### M1 wires, run 1

Scale bar: 20 µm. Supply wires on this layer in grey.
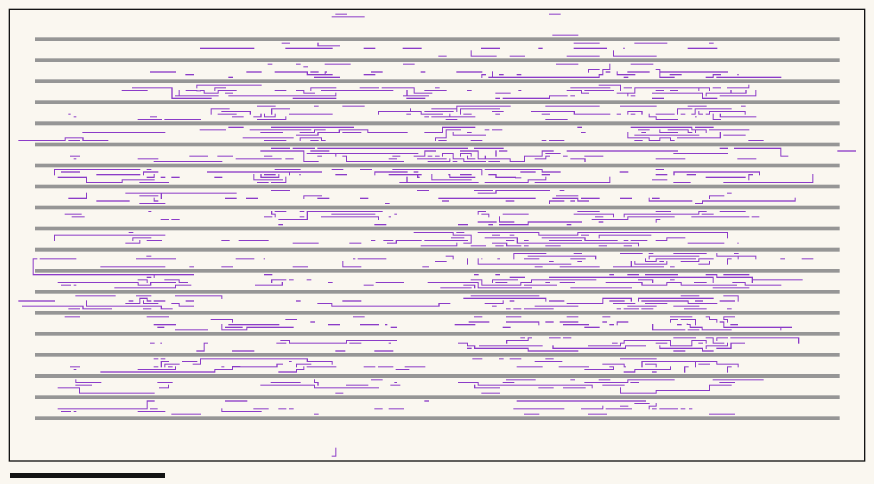
### The metal 2 layer, run 1

Cells faint in the background.
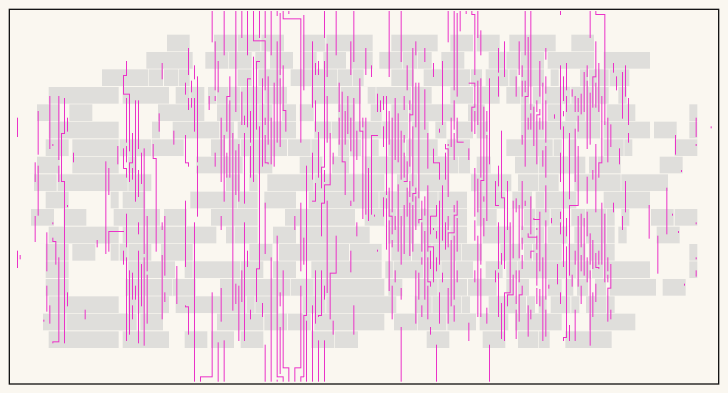
### The metal 3 layer, run 1

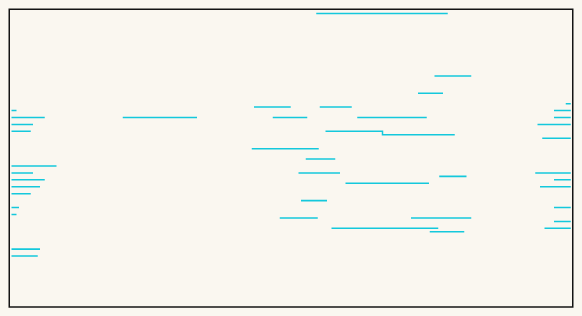
==> config.mk <==
export PLATFORM = sky130hd
export DESIGN_NAME = goomba_spawner
export DESIGN_NICKNAME = d
export VERILOG_FILES = /design/src/rtl/game_pkg.sv /design/src/rtl/goomba_spawner_slot_alloc.sv /design/src/rtl/goomba_spawner.sv
export SDC_FILE = /design/constraint.sdc
export NUM_CORES = 1
export LEC_CHECK = 0
export CORE_ASPECT_RATIO = 0.5
export CORE_MARGIN = 3
export CORE_UTILIZATION = 50
export CTS_BUF_LIST = sky130_fd_sc_hd__clkbuf_4 sky130_fd_sc_hd__clkbuf_8
export DETAILED_ROUTE_END_ITERATION = 16
export PLACE_DENSITY = 0.82
export SYNTH_ARGS = -nofsm -noshare
export SYNTH_HDL_FRONTEND = slang
export SYNTH_SLANG_ARGS = --single-unit
==> constraint.sdc <==
create_clock -name Clk -period 3.2 [get_ports Clk]
set_input_delay 0.32 -clock Clk [delete_from_list [all_inputs] [get_ports Clk]]
set_output_delay 0.32 -clock Clk [all_outputs]
set_load 0.01 [all_outputs]
==> notes.md, run 1 <==
fresh numbers from the pnr run: fin. max-slew vios 0, fraction of layout cells with a size suffix above 1 under 10%, Adders+Majority by Area 8.276%, AND/OR/NAND/NOR Cells, Area Fraction 17.38%, WP buf/inv 1, number of global-route vias before repair 1981, Async SR Flop Fraction 0%, fillers 393, worst slew margin relative to its limit approximately three fifths, Crit. End Element primary output, n_diodes 0, status finished, final reports clean, Layout area overhead 30.76%, crit path DRT 2.88 ns, RSZ-0062 raised after global routing no, gpl congestion 0.8769, DRT Pass-1 Iters 4, initial DRC count ~80, HP Class register to register, Nets 368, Sinks on Clock Net between 50 and 60, xor/xnor share between 3 and 4%, GR Util All Layers 19.21%, max reg flops 18, Commonest flop dfxtp_1, Gate Area around 1200 µm², Register-to-Register Path Depth 7, yosys synthesis chip area 2721 µm², Detail Route Antenna Nets 0, Reg clk slew, reported paths roughly 0.070 ns, area leader, netlist dfxtp_1, synthesized area per cell 10.35 µm², startpoint types register, Num CTS Buffers 9, Cell Chain, Critical Path and2b_1 > nor3b_2 > nand2b_1 > nor4_1 > clkdlybuf4s50_1, post-CTS sizing 0, chip height 58.17 µm, hold depth 1, Highest Clock Rate 344.6 MHz, fin crit share 90.67%, Final HPWL DP about 4.2 mm, full die area 6418 µm², H-tree levels 3, arrival time worst endpoint between 2 and 3 ns, Die Width 110.3 µm, top cells, area dfxtp_1 29%, edfxtp_1 20%, ha_1 8.3%, Yosys top cell by instances dfxtp_1, setup TNS 0 ns, largest net degree at the start of global routing 27, Cell Rows 18, core area 5090 µm², CP max FO 10, Worst-Margin Slew 0.5836 ns, distinct lib cells 46, post-synthesis sequential area ratio 48.55%, Synth logic family simple AND/OR/NAND/NOR gates, Syn Inst Count about 260, leakage 1.381 nW, Place WS 0.5357 ns, Stages on worst setup path 5, Post-Syn Area 2721 µm², # Post-CTS Setup Buffers 0, OpenROAD warning count 27, gr busiest metal met2, CTS root buf clkbuf_8, Post-synth mux share 4.414%, FF/Latch Area roughly 1300 µm²
Back to the opening pictures, 'M1 wires':
share of all routed wire: 43%
main direction: horizontal
wire length on this layer: 2440 µm
nets with wire on the layer: 337
via count: 2084
WL final: 5.617 mm

Back to the opening pictures, 'The metal 2 layer':
longest straight run: 27.5 µm
wire length on this layer: 2820 µm
main direction: vertical
met2 usage: 31.64%

Back to the opening pictures, 'The metal 3 layer':
main direction: horizontal
wire length on this layer: 306 µm
met3 usage: 7.453%

## run 1: routing by layer
layer	wire length (µm)	share of wire, %
met5	0	0
met4	53	0.94
met3	305	5.4
met2	2822	50
met1	2435	43
## run 1: area by class of cell
class                           count  area share (%)
Clock buffer                        9           3.481
Clock inverter                      7           2.145
Sequential cell                    57           37.13
Multi-Input combinational cell    178           35.02
Inverter                           10           1.055
Tap cell                           70           2.461
Timing Repair Buffer               67           18.71
## run 1: report_power, final
part	switching, mW	total [mW]	internal, mW	leakage, nW
Combinational	0.0394	0.0885	0.0490	0.805
Clock	0.315	0.681	0.366	0.0983
Sequential	0.00582	0.757	0.751	0.477
Total	0.360	1.53	1.17	1.38
## run 1: placed cells by master (no fill, tap or decap), drive strengths merged, types with 4 or more instances in the layout
cell / synthesis / final
clkbuf: 3 / 9
nor3: 10 / 10
nor4: 4 / 4
a21oi: 14 / 14
dfxtp: 39 / 39
ha: 18 / 18
mux2i: 12 / 12
nand4: 7 / 7
a21o: 5 / 5
xnor2: 10 / 10
inv: 10 / 13
clkdlybuf4s50: 0 / 65
nor2: 32 / 32
a211oi: 5 / 5
conb: 1 / 4
o21ai: 5 / 5
nand2: 9 / 9
edfxtp: 18 / 18
nor2b: 11 / 11
## run 1: metrics by stage
stage	instances	area, µm²	util [%]	hold WS [ns]	total power, mW
3_3_place_gp	382	3358	65.98	0.3729	0.8579
6_report	398	3558	69.91	0.3840	1.526
4_1_cts	398	3558	69.91	0.3880	1.539
2_1_floorplan	266	2733	-	0.3674	0.8188
3_5_place_dp	382	3358	65.98	0.3784	0.8613
5_1_grt	398	3558	69.91	0.3949	1.598
==> run 1 -> run 2 <==
Settings changed: GPL_TIMING_DRIVEN set to 1.
### Routing congestion, run 2

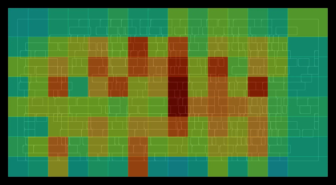
routed len/inst: 14.11 µm
M1 GR Usage: 23.92%
Layout Utilization: 69.91%

### M1 wires, run 2

Scale bar: 20 µm. Supply wires on this layer in grey.
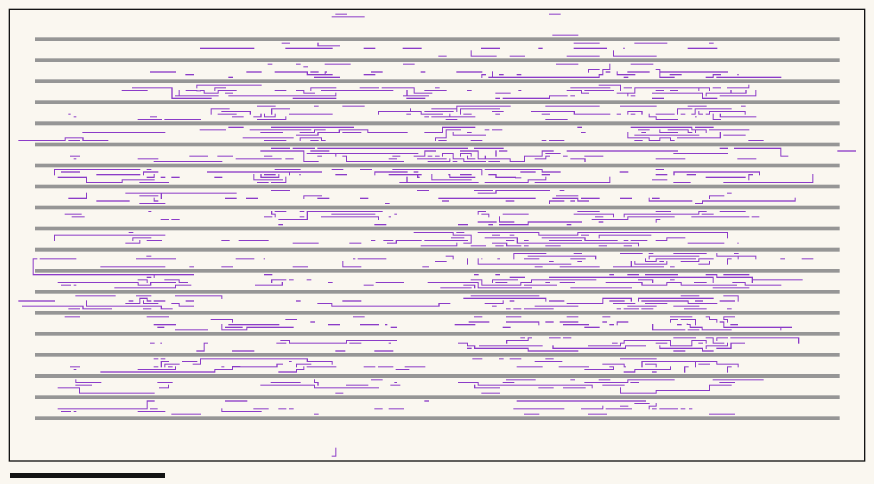
wire length on this layer: 2440 µm
share of all routed wire: 43%
nets with wire on the layer: 337

==> notes.md, run 2 <==
fresh numbers from the pnr run: Layout area overhead 30.76% (unchanged), Yosys warnings 0, Cells after DPL 382 (unchanged), arrival time worst endpoint 2.58 ns (about the same), clock latency on the worst-skew pair 0.33 ns, Async SR Flop Fraction 0% (unchanged), EDFF count, synth 18, switch share 23.61% (unchanged), first-pass GRT wire length 9.246 mm, aggregate global routing overflow 0, Cell Chain, Critical Path and2b_1 > nor3b_2 > nand2b_1 > nor4_1 > clkdlybuf4s50_1, worst slew margin relative to its limit 60.80% (unchanged), yosys synthesis chip area 2721 µm² (unchanged), Post-Syn Area 2721 µm² (unchanged), endpoints failing setup 0, leakage 1.381 nW (unchanged), top post-synthesis cells by count 39 x dfxtp_1, 32 x nor2_1, 18 x edfxtp_1, 18 x ha_1, 14 x a21oi_1, clock tree from TritonCTS done, distinct lib cells 46 (unchanged), setup TNS 0 ns (unchanged), clk_skew roughly 0.009 ns, R2R Setup Slk 0.88 ns, post-CTS sizing 0 (unchanged), cell family with most CP delay simple AND/OR/NAND/NOR gates, Crit. End Element primary output, met3 usage 7.453% (unchanged), initial DRC count 80 (unchanged), initial antenna violation count 0, fin crit share 90.67% (unchanged), fin. max-slew vios 0 (unchanged), input/output buffers around 65, Stages on worst setup path 5 (unchanged), top cells, area dfxtp_1 29%, edfxtp_1 20%, ha_1 8.3%, Synth Register Bits 57, largest net degree at the start of global routing 27 (unchanged), via/cell ratio 5.236, final hold viol count 0, clock share of power 44.6% (about the same), Reg power frac 49.6% (about the same), Top cells excl fill/tap 65 x clkdlybuf4s50_1, 39 x dfxtp_1, 32 x nor2_1, num ports 70, post-synthesis sequential area ratio 48.55% (unchanged), via count 2084 (unchanged), Worst-Margin Slew 0.5836 ns (unchanged), Yosys top cell by instances dfxtp_1, Die Width 110.3 µm (unchanged), Cell Rows 18 (unchanged), H-tree levels 3 (unchanged), max-cap violations 0, fraction of layout cells with a size suffix above 1 8.232% (unchanged), crit path DRT 2.88 ns (about the same), chip height 58.17 µm (unchanged), OpenROAD warning count 27 (unchanged), HP Class register to register, number of global-route vias before repair 1981 (unchanged), Synth top area share around 29%, FP Core Util 53.47%, DRT Pass-1 Iters 4 (unchanged), Internal Power 1.166 mW (unchanged), cell count listed in synth_stat.txt 263, DRC Markers 0, P_sw 0.3603 mW (unchanged), post-route minimum period between 2 and 3 ns, CP max FO 10 (unchanged), hold depth 1 (unchanged), CTS root buf clkbuf_8, met2 usage 31.64% (unchanged), Final HPWL DP 4.200 mm (unchanged), Max stage delay on crit path around 0.64 ns, Nets 368 (unchanged), Max IR drop VDD 0.2718 mV, Sinks on Clock Net 57 (unchanged), Max clock buf depth 2, RSZ-0062 raised after global routing no, WS Path Type register to primary output, GR Util All Layers 19.21% (unchanged), Detail Route Antenna Nets 0 (unchanged), synthesized area per cell 10.35 µm² (unchanged), Combinational Power Share 5.8% (about the same), power per cell area between 400 and 500 nW/µm², full die area 6418 µm² (unchanged), area leader, netlist dfxtp_1, Commonest Layout Cell clkdlybuf4s50_1, status finished, final reports clean, n_diodes 0 (unchanged), Register-to-Register Path Depth 7 (unchanged), startpoint types register, max reg flops 18 (unchanged), gpl congestion 0.8769 (unchanged), Reg clk slew, reported paths 0.07 ns (about the same), # Post-CTS Setup Buffers 0 (unchanged), Commonest flop dfxtp_1, WP buf/inv 1 (unchanged), gr busiest metal met2, CP max-delay cell clkdlybuf4s50_1, WL final 5.617 mm (unchanged), Num CTS Buffers 9 (unchanged), Highest Clock Rate 344.6 MHz (unchanged), core area 5090 µm² (unchanged), Finished Layout Cells 398 (unchanged), Syn Inst Count 263 (unchanged), hold buffers post-CTS 0
-- run 2: metal layers --
layer / routed length, µm / vias up
met1: 2435 / 971
met4: 53 / 0
met3: 305 / 4
met5: 0 / -
li1: - / 1048
met2: 2822 / 61
-- run 2: cell type report --
| class | instances | area, µm² |
|---|---|---|
| Fill cell | 393 | 1531 |
| Sequential cell | 57 | 1321 |
| Multi-Input combinational cell | 178 | 1246 |
| Timing Repair Buffer | 67 | 665.6 |
| Clock buffer | 9 | 123.9 |
| Tap cell | 70 | 87.58 |
| Clock inverter | 7 | 76.32 |
| Inverter | 10 | 37.54 |
-- run 2: power groups by stage --
stage,Combinational (mW),Sequential (mW),Clock (mW)
4_1_cts,0.0890,0.757,0.694
3_3_place_gp,0.0854,0.773,0
5_1_grt,0.0973,0.757,0.743
6_report,0.0885,0.757,0.681
3_5_place_dp,0.0882,0.773,0
2_1_floorplan,0.0471,0.772,0
-- run 2: logic make-up (layout without fill, tap and decap cells) --
group / count (synthesis) / count (layout) / share of synthesized area (%)
buf+inv: 31 / 93 / 6.253
xor+xnor: 11 / 11 / 3.540
flops: 57 / 57 / 48.55
simple gates: 90 / 90 / 17.38
compound gates: 43 / 43 / 11.45
other cells: 1 / 4 / 0.1378
fa+ha+maj: 18 / 18 / 8.276
mux: 12 / 12 / 4.414
-- run 2: stage by stage --
stage	total power, mW	setup WS, ns	cell area [µm²]	hold slack, ns	utilization (%)
after floorplan	0.8188	0.6568	2733	0.3674	-
after global placement	0.8579	0.7255	3358	0.3729	65.98
after detailed placement	0.8613	0.5357	3358	0.3784	65.98
after CTS	1.539	0.2992	3558	0.3880	69.91
after global routing	1.598	0.1077	3558	0.3949	69.91
final	1.526	0.2984	3558	0.3840	69.91
Power figures rest on the tool's default switching activity, not on a simulated workload.
